--- src/rtl/sram_arbiter_pkg.sv ---
// Shared types and constants for the video SRAM arbiter.
//   ArbOwner_t         : which requester holds the SRAM bus
//   ArbState_t         : arbiter FSM states
//   SRAM_ACCESS_CYCLES : default bus hold time per access
//   ARB_CNT_W          : width of the access-cycle counter
package sram_arbiter_pkg;

  typedef enum logic [1:0] {
    OWNER_VGA,
    OWNER_REN,
    OWNER_CLR
  } ArbOwner_t;

  typedef enum logic [1:0] {
    ARB_IDLE,
    ARB_ACCESS,
    ARB_DONE
  } ArbState_t;

  localparam int unsigned SRAM_ACCESS_CYCLES = 2;
  localparam int unsigned ARB_CNT_W          = 3;

endpackage

--- src/rtl/rr_pick2.sv ---
// Combinational two-way round-robin picker.
//   req_a, req_b     : request lines
//   last             : 1 = b was granted most recently, 0 = a was
//   grant_a, grant_b : one-hot (or zero) grant
// A lone requester always wins; on a tie the side not granted last wins.
module rr_pick2 (
  input  logic req_a,
  input  logic req_b,
  input  logic last,
  output logic grant_a,
  output logic grant_b
);

  always_comb begin
    grant_a = req_a && (!req_b || last);
    grant_b = req_b && (!req_a || !last);
  end

endmodule

--- src/rtl/sram_arbiter.sv ---
// Shares one external video SRAM between VGA scanout reads (strict
// priority), renderer reads/writes and clear-engine writes. One access at a
// time, held on the bus for ACCESS_CYCLES cycles, followed by a one-cycle
// done pulse (plus read data) to the winner.
//   clk, rst                 : clock, asynchronous active-high reset
//   vga_req/addr/rdata/done  : scanout read port
//   ren_req/wren/addr/wdata/rdata/done : renderer port
//   clr_req/addr/wdata/done  : clear-engine write port
//   sram_*                   : SRAM pad-side pins (controls active-low)
//   busy                     : arbiter not idle
module sram_arbiter
  import sram_arbiter_pkg::*;
#(
  parameter int unsigned ADDR_WIDTH    = 20,
  parameter int unsigned DATA_WIDTH    = 32,
  parameter int unsigned ACCESS_CYCLES = SRAM_ACCESS_CYCLES
) (
  input  logic                  clk,
  input  logic                  rst,
  input  logic                  vga_req,
  input  logic [ADDR_WIDTH-1:0] vga_addr,
  output logic [DATA_WIDTH-1:0] vga_rdata,
  output logic                  vga_done,
  input  logic                  ren_req,
  input  logic                  ren_wren,
  input  logic [ADDR_WIDTH-1:0] ren_addr,
  input  logic [DATA_WIDTH-1:0] ren_wdata,
  output logic [DATA_WIDTH-1:0] ren_rdata,
  output logic                  ren_done,
  input  logic                  clr_req,
  input  logic [ADDR_WIDTH-1:0] clr_addr,
  input  logic [DATA_WIDTH-1:0] clr_wdata,
  output logic                  clr_done,
  output logic [ADDR_WIDTH-1:0] sram_addr,
  output logic [DATA_WIDTH-1:0] sram_wdata,
  output logic                  sram_data_oe,
  input  logic [DATA_WIDTH-1:0] sram_rdata,
  output logic                  sram_ce_n,
  output logic                  sram_oe_n,
  output logic                  sram_we_n,
  output logic                  busy
);

  if (ACCESS_CYCLES < 2 || ACCESS_CYCLES > 7) begin : g_bad_access_cycles
    $error("sram_arbiter: ACCESS_CYCLES must be in 2..7");
  end

  localparam logic [ARB_CNT_W-1:0] CNT_LAST = ARB_CNT_W'(ACCESS_CYCLES - 1);

  ArbState_t             state_q, state_d;
  ArbOwner_t             owner_q, owner_d;
  ArbOwner_t             rr_last_q, rr_last_d;
  logic [ADDR_WIDTH-1:0] addr_q, addr_d;
  logic [DATA_WIDTH-1:0] wdata_q, wdata_d;
  logic                  wren_q, wren_d;
  logic [ARB_CNT_W-1:0]  cnt_q, cnt_d;
  logic [DATA_WIDTH-1:0] vga_rdata_q, vga_rdata_d;
  logic [DATA_WIDTH-1:0] ren_rdata_q, ren_rdata_d;

  logic grant_ren, grant_clr;
  logic in_access;

  rr_pick2 u_rr (
    .req_a   (ren_req),
    .req_b   (clr_req),
    .last    (rr_last_q == OWNER_CLR),
    .grant_a (grant_ren),
    .grant_b (grant_clr)
  );

  always_ff @(posedge clk or posedge rst) begin
    if (rst) begin
      state_q     <= ARB_IDLE;
      owner_q     <= OWNER_VGA;
      rr_last_q   <= OWNER_CLR;
      addr_q      <= '0;
      wdata_q     <= '0;
      wren_q      <= 1'b0;
      cnt_q       <= '0;
      vga_rdata_q <= '0;
      ren_rdata_q <= '0;
    end else begin
      state_q     <= state_d;
      owner_q     <= owner_d;
      rr_last_q   <= rr_last_d;
      addr_q      <= addr_d;
      wdata_q     <= wdata_d;
      wren_q      <= wren_d;
      cnt_q       <= cnt_d;
      vga_rdata_q <= vga_rdata_d;
      ren_rdata_q <= ren_rdata_d;
    end
  end

  always_comb begin
    state_d     = state_q;
    owner_d     = owner_q;
    rr_last_d   = rr_last_q;
    addr_d      = addr_q;
    wdata_d     = wdata_q;
    wren_d      = wren_q;
    cnt_d       = cnt_q;
    vga_rdata_d = vga_rdata_q;
    ren_rdata_d = ren_rdata_q;
    unique case (state_q)
      ARB_IDLE: begin
        cnt_d = '0;
        if (vga_req) begin
          owner_d = OWNER_VGA;
          addr_d  = vga_addr;
          wren_d  = 1'b0;
          state_d = ARB_ACCESS;
        end else if (grant_ren) begin
          owner_d   = OWNER_REN;
          addr_d    = ren_addr;
          wdata_d   = ren_wdata;
          wren_d    = ren_wren;
          rr_last_d = OWNER_REN;
          state_d   = ARB_ACCESS;
        end else if (grant_clr) begin
          owner_d   = OWNER_CLR;
          addr_d    = clr_addr;
          wdata_d   = clr_wdata;
          wren_d    = 1'b1;
          rr_last_d = OWNER_CLR;
          state_d   = ARB_ACCESS;
        end
      end
      ARB_ACCESS: begin
        if (cnt_q == CNT_LAST) begin
          state_d = ARB_DONE;
          // Read data is captured straight into the owner's output register
          // so it is valid during DONE and holds until that owner's next read.
          if (!wren_q) begin
            if (owner_q == OWNER_VGA) vga_rdata_d = sram_rdata;
            if (owner_q == OWNER_REN) ren_rdata_d = sram_rdata;
          end
        end else begin
          cnt_d = cnt_q + 1'b1;
        end
      end
      ARB_DONE: state_d = ARB_IDLE;
      default:  state_d = ARB_IDLE;
    endcase
  end

  assign in_access = (state_q == ARB_ACCESS);

  always_comb begin
    sram_addr    = addr_q;
    sram_wdata   = wdata_q;
    sram_ce_n    = !in_access;
    sram_oe_n    = !(in_access && !wren_q);
    sram_data_oe = in_access && wren_q;
    // WE released on the final access cycle so write data is held past it.
    sram_we_n    = !(in_access && wren_q && (cnt_q != CNT_LAST));
    vga_done     = (state_q == ARB_DONE) && (owner_q == OWNER_VGA);
    ren_done     = (state_q == ARB_DONE) && (owner_q == OWNER_REN);
    clr_done     = (state_q == ARB_DONE) && (owner_q == OWNER_CLR);
    vga_rdata    = vga_rdata_q;
    ren_rdata    = ren_rdata_q;
    busy         = (state_q != ARB_IDLE);
  end

endmodule

--- config.mk ---
export PLATFORM = sky130hd
export DESIGN_NAME = sram_arbiter
export DESIGN_NICKNAME = d
export VERILOG_FILES = /design/src/rtl/sram_arbiter_pkg.sv /design/src/rtl/rr_pick2.sv /design/src/rtl/sram_arbiter.sv
export SDC_FILE = /design/constraint.sdc
export NUM_CORES = 1
export LEC_CHECK = 0
export CAP_MARGIN = 15
export CORE_MARGIN = 2
export CORE_UTILIZATION = 44
export CTS_CLUSTER_SIZE = 25
export DETAILED_ROUTE_END_ITERATION = 10
export PLACE_DENSITY = 0.84
export SYNTH_ARGS = -nofsm -noshare
export SYNTH_HDL_FRONTEND = slang
export SYNTH_SLANG_ARGS = --single-unit
--- constraint.sdc ---
create_clock -name clk -period 6.88 [get_ports clk]
set_clock_uncertainty 0.05 [all_clocks]
set_input_delay 1.376 -clock clk [delete_from_list [all_inputs] [get_ports clk]]
set_output_delay 1.376 -clock clk [all_outputs]
set_load 0.02 [all_outputs]
Run 1, ports around the boundary:
Drawn at 4 px/micron. Pins as bars across the die edge, other pins in grey.
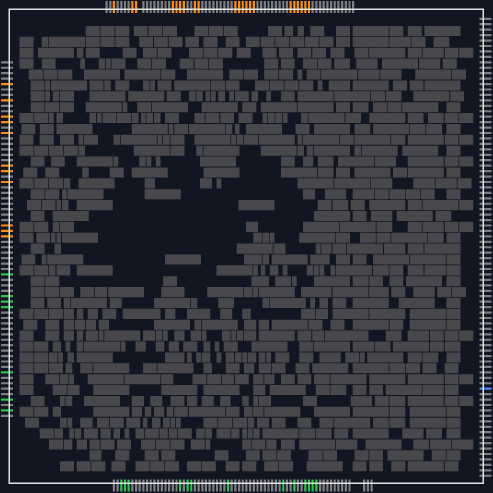
Key: sram_addr = green [pins 20, direction output, edge 13 south, 7 west]; vga_done = blue [pins 1, direction output, edge east]; sram_wdata = orange [pins 32, direction output, edge 21 north, 11 west]

Run 1, signal wires by layer:
Drawn at 3 px/micron. Two of the layers only.
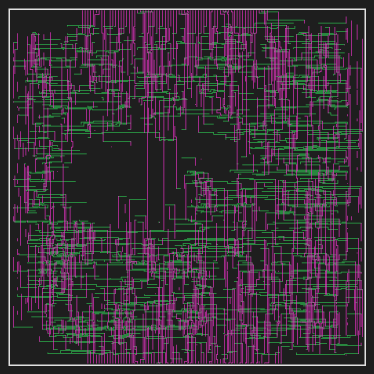
Key: M1 = green [wire length 6660 microns]; M2 = magenta [wire length 8360 microns]
via total after detailed routing: 4768
wire length per cell: 18.0 microns
Routed WL: 16700 microns
total routing resource utilization after global routing: 0.240

Run 1, metal 2:
Drawn at 3 px/micron.
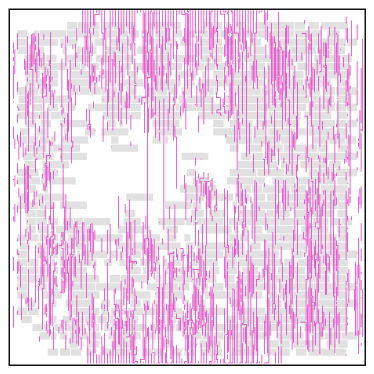
823 nets have wire on it. The layer carries 8360 microns of wire. The longest straight run is 53.9 microns. The layer holds 50% of the routed length. The wires run mostly vertical.

Run 1, placed standard cells:
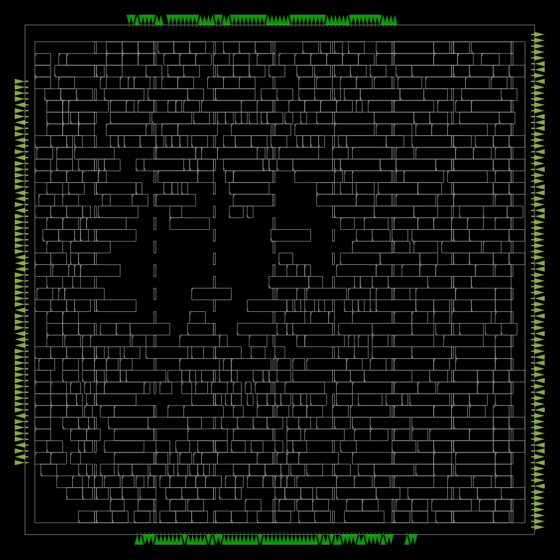
tap cell instance count: 172
register fraction of the total cell area: 0.342
number of standard cells in the layout, taps in and fillers out: 927

==> results.txt, run 1 <==
Notes on the flow run.

- The flow ran to the end, and the final reports show no timing, DRC or antenna violations.
- Of the post-synthesis cell area, the dominant cell type holds 0.546.
- The detailed router finished its first iteration with 236 violations.
- The kind of end point of the critical path is an output port, for reference.
- The internal portion of the total power is between 2 and 3 mW.
- The switching component of the power is roughly 1.6 mW, for reference.
- The sequential power share is 0.308, for reference.
- The count of unresolved DRC violations after routing is 0, for reference.
- The top logic cell by instance count in the layout is clkdlybuf4s50_1, for reference.
- The worst slack at placement is 3.03 ns, for reference.
- Across all checked pins, the minimum headroom to the slew limit is 0.305.
- The area of all placed cells without fillers is approximately 9200 sq um, for reference.
- Per STA, the highest per-stage delay on the worst path measures around 0.7 ns.
- Warnings raised by the tools during the run amount to 27.
- The script logs the ratio of routed vias to standard cells as 5.14.
- Gates resized during post-CTS repair numbered 0.
- The number of synthesized flops with an enable pin is 0, for reference.
- The maximum buffer depth of the clock tree is 2, for reference.
- In this run the number of H-tree levels came out at 4.
- From bottom edge to top edge, the die measures approximately 120 microns.
- In the hold report, the worst path ends at vga_rdata[24].
- The number of hold buffers added after CTS was 0.
- The clock latency of the later-clocked register in the worst-skew pair is 0.41 ns, for reference.
- The initial antenna violation count is 0, for reference.
- Per the OpenROAD floorplan log, the area of the die is 14000 sq um.
- The number of top-level design ports is 286, for reference.
- The power per unit of standard cell area is between 400 and 500 nW/um^2, for reference.
- The startpoint of the most critical hold path is vga_rdata[24], for reference.
- Looking at the critical path, the single cell with the biggest stage delay is clkdlybuf4s50_1.
- The number of endpoints with negative hold slack in the final report is 0, for reference.
- On the critical path the largest part of the delay comes from buffers and inverters.
- CTS placed an instance of clkbuf_16 at the clock tree root.
- The total overflow reported by the global router is 0, for reference.
- The actual transition at the worst max-transition pin is 1.04 ns, for reference.
- The number of detailed-routing iterations run before antenna repair is 5, for reference.
- The timing-limited maximum frequency is 0.284 GHz, for reference.
- The synthesized cell area is approximately 5700 sq um, for reference.
- The half-perimeter wire length after placement is around 12000 microns, for reference.
- The endpoint identified for the worst register-to-register timing path is vga_rdata[30].
- The required time of the critical path is 5.45 ns, for reference.
- The number of nets in the layout is 906, for reference.
- The number of clock buffers added by TritonCTS is 17.
- Per the final layout report, the fraction of cells sized above drive strength 1 comes to 0.138.
- Of all flip-flops after synthesis, the portion carrying an async set or reset was 1.00.
- The residual antenna-violating net count after detailed routing is 0, for reference.
-- run 1: power groups by stage --
stage | Combinational [mW] | Clock (mW) | Sequential (mW)
2_1_floorplan | 0.809 | 0 | 1.74
3_5_place_dp | 2.20 | 0 | 1.36
6_report | 2.21 | 0.846 | 1.36
4_1_cts | 2.22 | 0.857 | 1.36
5_1_grt | 2.33 | 0.888 | 1.40
3_3_place_gp | 2.15 | 0 | 1.33
-- run 1: worst reg2reg max path: cells and delay by family (launching register included) --
family | cells | cell delay, ns
DFF | 1 | 0.48
and+or+nand+nor | 3 | 1.33
buffers and inverters | 1 | 0.08
muxes | 1 | 0.44
-- run 1: Yosys cell counts (8+ instances only) --
| master | n |
|---|---|
| a21oi_1 | 49 |
| a22o_1 | 19 |
| buf_2 | 14 |
| clkbuf_1 | 10 |
| dfrtp_1 | 125 |
| inv_1 | 23 |
| mux2_1 | 8 |
| mux2_2 | 30 |
| mux2_4 | 27 |
| mux2i_1 | 35 |
| nor2_1 | 38 |
| o21a_1 | 17 |
| o21ai_0 | 9 |
| o22ai_1 | 18 |
-- run 1: how the worst max path moves through the flow --
stage | from | end | slack, ns | depth (start not counted)
after floorplan | rst | cnt_q[0] | 2.10 | 1
after global placement | vga_req | rr_last_q[0] | 3.19 | 5
after detailed placement | vga_req | sram_addr[18] | 3.03 | 5
after CTS | state_q[1] | clr_done | 3.33 | 2
after global routing | state_q[1] | clr_done | 3.30 | 2
final | state_q[1] | clr_done | 3.35 | 2
-- run 1: state kept, by name, indices dropped and copies added, names as in the netlist, 2 cells and up --
signal,count
cnt_q,3
owner_q,2
ren_rdata,32
rr_last_q,2
sram_addr,20
sram_wdata,32
state_q,2
vga_rdata,32
-- run 1: metrics by stage --
stage | instances | hold slack (ns) | utilization | total power, mW
floorplan | 465 | 0.407 | - | 2.55
detailed placement | 894 | 0.430 | 0.682 | 3.56
finish | 927 | 0.442 | 0.727 | 4.41
CTS | 926 | 0.442 | 0.726 | 4.43
global route | 927 | 0.458 | 0.727 | 4.62
global placement | 894 | 0.420 | 0.682 | 3.48
-- run 1: cell families after synthesis --
logic type | count (synthesis) | share of synthesized area
DFF | 126 | 0.550
AOI/OAI and AO/OA | 119 | 0.131
muxes | 100 | 0.207
and+or+nand+nor | 62 | 0.0537
buffers and inverters | 56 | 0.0541
adders and majority gates | 2 | 0.00437
-- run 1: cell type report --
type	instances	area, sq um
sequential	126	3150
clock buffer	20	457
inverter	24	92.6
fill	848	3460
clock inverter	12	110
timing repair buffer	290	2890
tap	172	215
multi-input combinational	283	2290
-- run 1: routing by layer --
layer / vias up / GRT usage / share of wire
li1: 2210 / - / -
met1: 2309 / 0.282 / 0.40
met2: 212 / 0.411 / 0.50
met3: 37 / 0.0743 / 0.074
met4: 0 / 0.0873 / 0.025
met5: - / 0 / 0
Run 1, zoomed window:
Region (39, 39) to (79, 79) microns. Cells in grey, sequential cells in the stronger grey; small squares are vias.
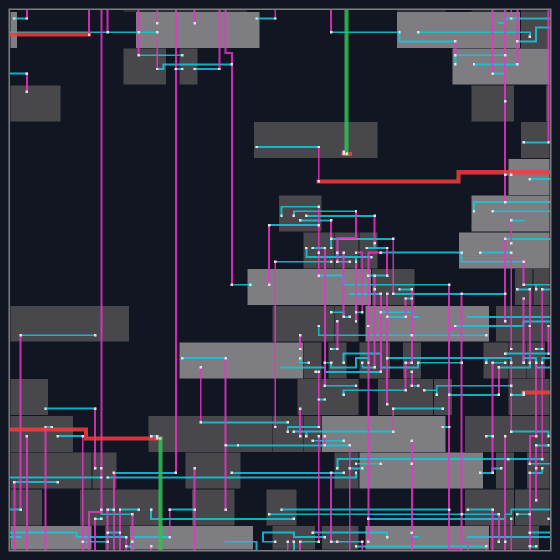

--- run 2 (diff from run 1) ---
CORE_UTILIZATION = 37   (was 44)
PLACE_DENSITY = 0.75   (was 0.84)
clock period = 3.1 ns   (was 6.88 ns; I/O delays follow)
Run 2, zoomed window:
Region (44, 44) to (84, 84) microns. Cells in grey, sequential cells in the stronger grey; small squares are vias.
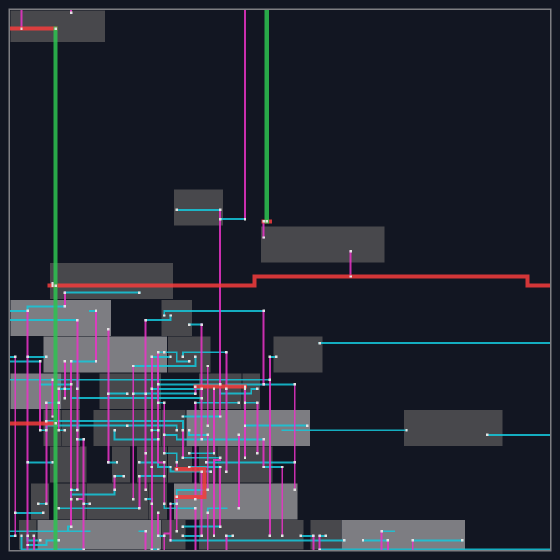
Key: M2 = magenta; M3 = red; M4 = green; M1 = cyan
Most frequent: dfrtp_1 (6). Sequential cells in the window: 6. Netlist names of flops here include cnt_q (3), state_q (2). 36 logic cells have their middle in the window.

==> run 2 against run 1 <==
Net effect:
- first-iteration DRC count decreased by 37%
- die area increased by 18%
- critical path depth increased by 2
- combinational power increased by 120%
- sequential power increased by 120%
- synthesized area unchanged
- hold slack about the same
- flip-flop count unchanged
- cell area increased by 1.5%
- clock power increased by 140%
==> results.txt, run 2 <==
Notes on the flow run.

- The actual transition at the worst max-transition pin came to 0.831 ns (was 1.04 ns).
- The placed cell count came to 915 (was 894).
- The number of gates resized after cts is 0 (unchanged).
- The portion of netlist area occupied by mux cells is 0.207 (unchanged), for reference.
- The worst hold slack is 0.442 ns (about the same), for reference.
- The number of warnings in the stage logs is 27 (unchanged), for reference.
- The number of synthesized flops with an enable pin is 0 (unchanged), for reference.
- The residual antenna-violating net count after detailed routing is 0 (unchanged), for reference.
- The dominant kind of combinational cell was multiplexers (unchanged).
- The number of nets in the layout came to 911 (was 906).
- The startpoint of the worst setup timing path is cnt_q[0] (was state_q[1]), for reference.
- The initial antenna violation count is 0 (unchanged), for reference.
- The area of all placed cells without fillers is 9350 sq um (was 9210 sq um), for reference.
- The maximum buffer depth of the clock tree is 2 (unchanged), for reference.
- The non-filler instance count after layout is 948 (was 927), for reference.
- The global-route usage over all layers was 0.194 (was 0.240).
- The worst slack at placement is 0.0877 ns (was 3.03 ns), for reference.
- The via total after detailed routing came to 4741 (was 4768).
- The post-cts hold-fix buffer tally was 0 (unchanged).
- The timing-limited maximum frequency is around 0.37 GHz, for reference.
- The number of detailed-routing iterations run before antenna repair came to 4 (was 5).
- The CTS buffer count is 17 (unchanged).
- The violation count after the first detailed-route iteration was 149 (was 236).
- The kind of end point of the critical path is an output port (unchanged), for reference.
- The clock latency of the later-clocked register in the worst-skew pair is 0.41 ns (about the same), for reference.
- The startpoint of the most critical hold path is ren_rdata[12] (was vga_rdata[24]), for reference.
- Result of the run: finished, final reports clean (unchanged).
- The power per unit of standard cell area is 1060 nW/um^2 (was 479 nW/um^2), for reference.
- The met1 layer wirelength in the final routing is 6240 microns (was 6660 microns), for reference.
- The fraction of final layout cells sized beyond drive strength 1 came to 0.145 (was 0.138).
- The number of endpoints with negative hold slack in the final report is 0 (unchanged), for reference.
- The average routed wire per standard cell is 16.7 microns (was 18.0 microns), for reference.
- The adder-cell share of the synthesized area was 0.00437 (unchanged).
- Most frequent cells after synthesis: dfrtp_1, a21oi_1, nor2_1 (unchanged).
- The overall routed net length was 15900 microns (was 16700 microns).
- The relative slew slack is 0.443 (was 0.305), for reference.
- The vertical die dimension is 128 microns (was 118 microns), for reference.
- The synthesized cell area is 5730 sq um (unchanged), for reference.
[run 2: final timing paths]
kind | end | slack, ns | cells past startpoint
worst max-delay path | sram_we_n | 0.38 | 4
worst min-delay path | ren_rdata[12] | 0.44 | 1
worst max register to register | vga_rdata[31] | 0.83 | 6
worst min register to register | ren_rdata[12] | 0.44 | 1
max in group asynchronous | sram_wdata[15] | 1.61 | 3
min in group asynchronous | vga_rdata[17] | 0.60 | 2
[run 2: cells by family after synthesis]
family,Yosys count
AOI/OAI and AO/OA,119
adders and majority gates,2
buffers and inverters,56
DFF,126
muxes,100
and+or+nand+nor,62
[run 2: final cells by class]
class                   count  area, sq um  share of cell area
clock inverters            13          153              0.0163
repair buffers            295         2970               0.318
inverters                  24         93.8              0.0100
well taps                 188          235              0.0252
clock buffers              19          453              0.0484
multi-input cells         283         2290               0.245
flip-flops and latches    126         3150               0.337
[run 2: worst max-delay path, cell delays in order (launching register included)]
cell and delay [ns]:
dfrtp_1 0.43, ha_1 0.25, nand2b_1 0.23, nand3_1 0.13
clkdlybuf4s50_1 0.59
[run 2: metal layers]
metal | up-vias | global-route usage
met5 | - | 0
met4 | 0 | 0.0795
met3 | 26 | 0.0615
met2 | 208 | 0.330
met1 | 2283 | 0.229
li1 | 2224 | -
[run 2: report_power, final]
part / internal, mW / switching, mW / leakage, nW
combinational: 2.57 / 2.34 / 2.25
sequential: 2.48 / 0.509 / 1.48
clock: 1.24 / 0.754 / 0.288
total: 6.29 / 3.60 / 4.02
[run 2: stage by stage]
step | utilization | total power [mW]
2_1_floorplan | - | 5.66
3_3_place_gp | 0.577 | 7.78
3_5_place_dp | 0.577 | 7.92
4_1_cts | 0.617 | 9.98
5_1_grt | 0.617 | 10.5
6_report | 0.617 | 9.89
Power and IR drop assume default switching activity.
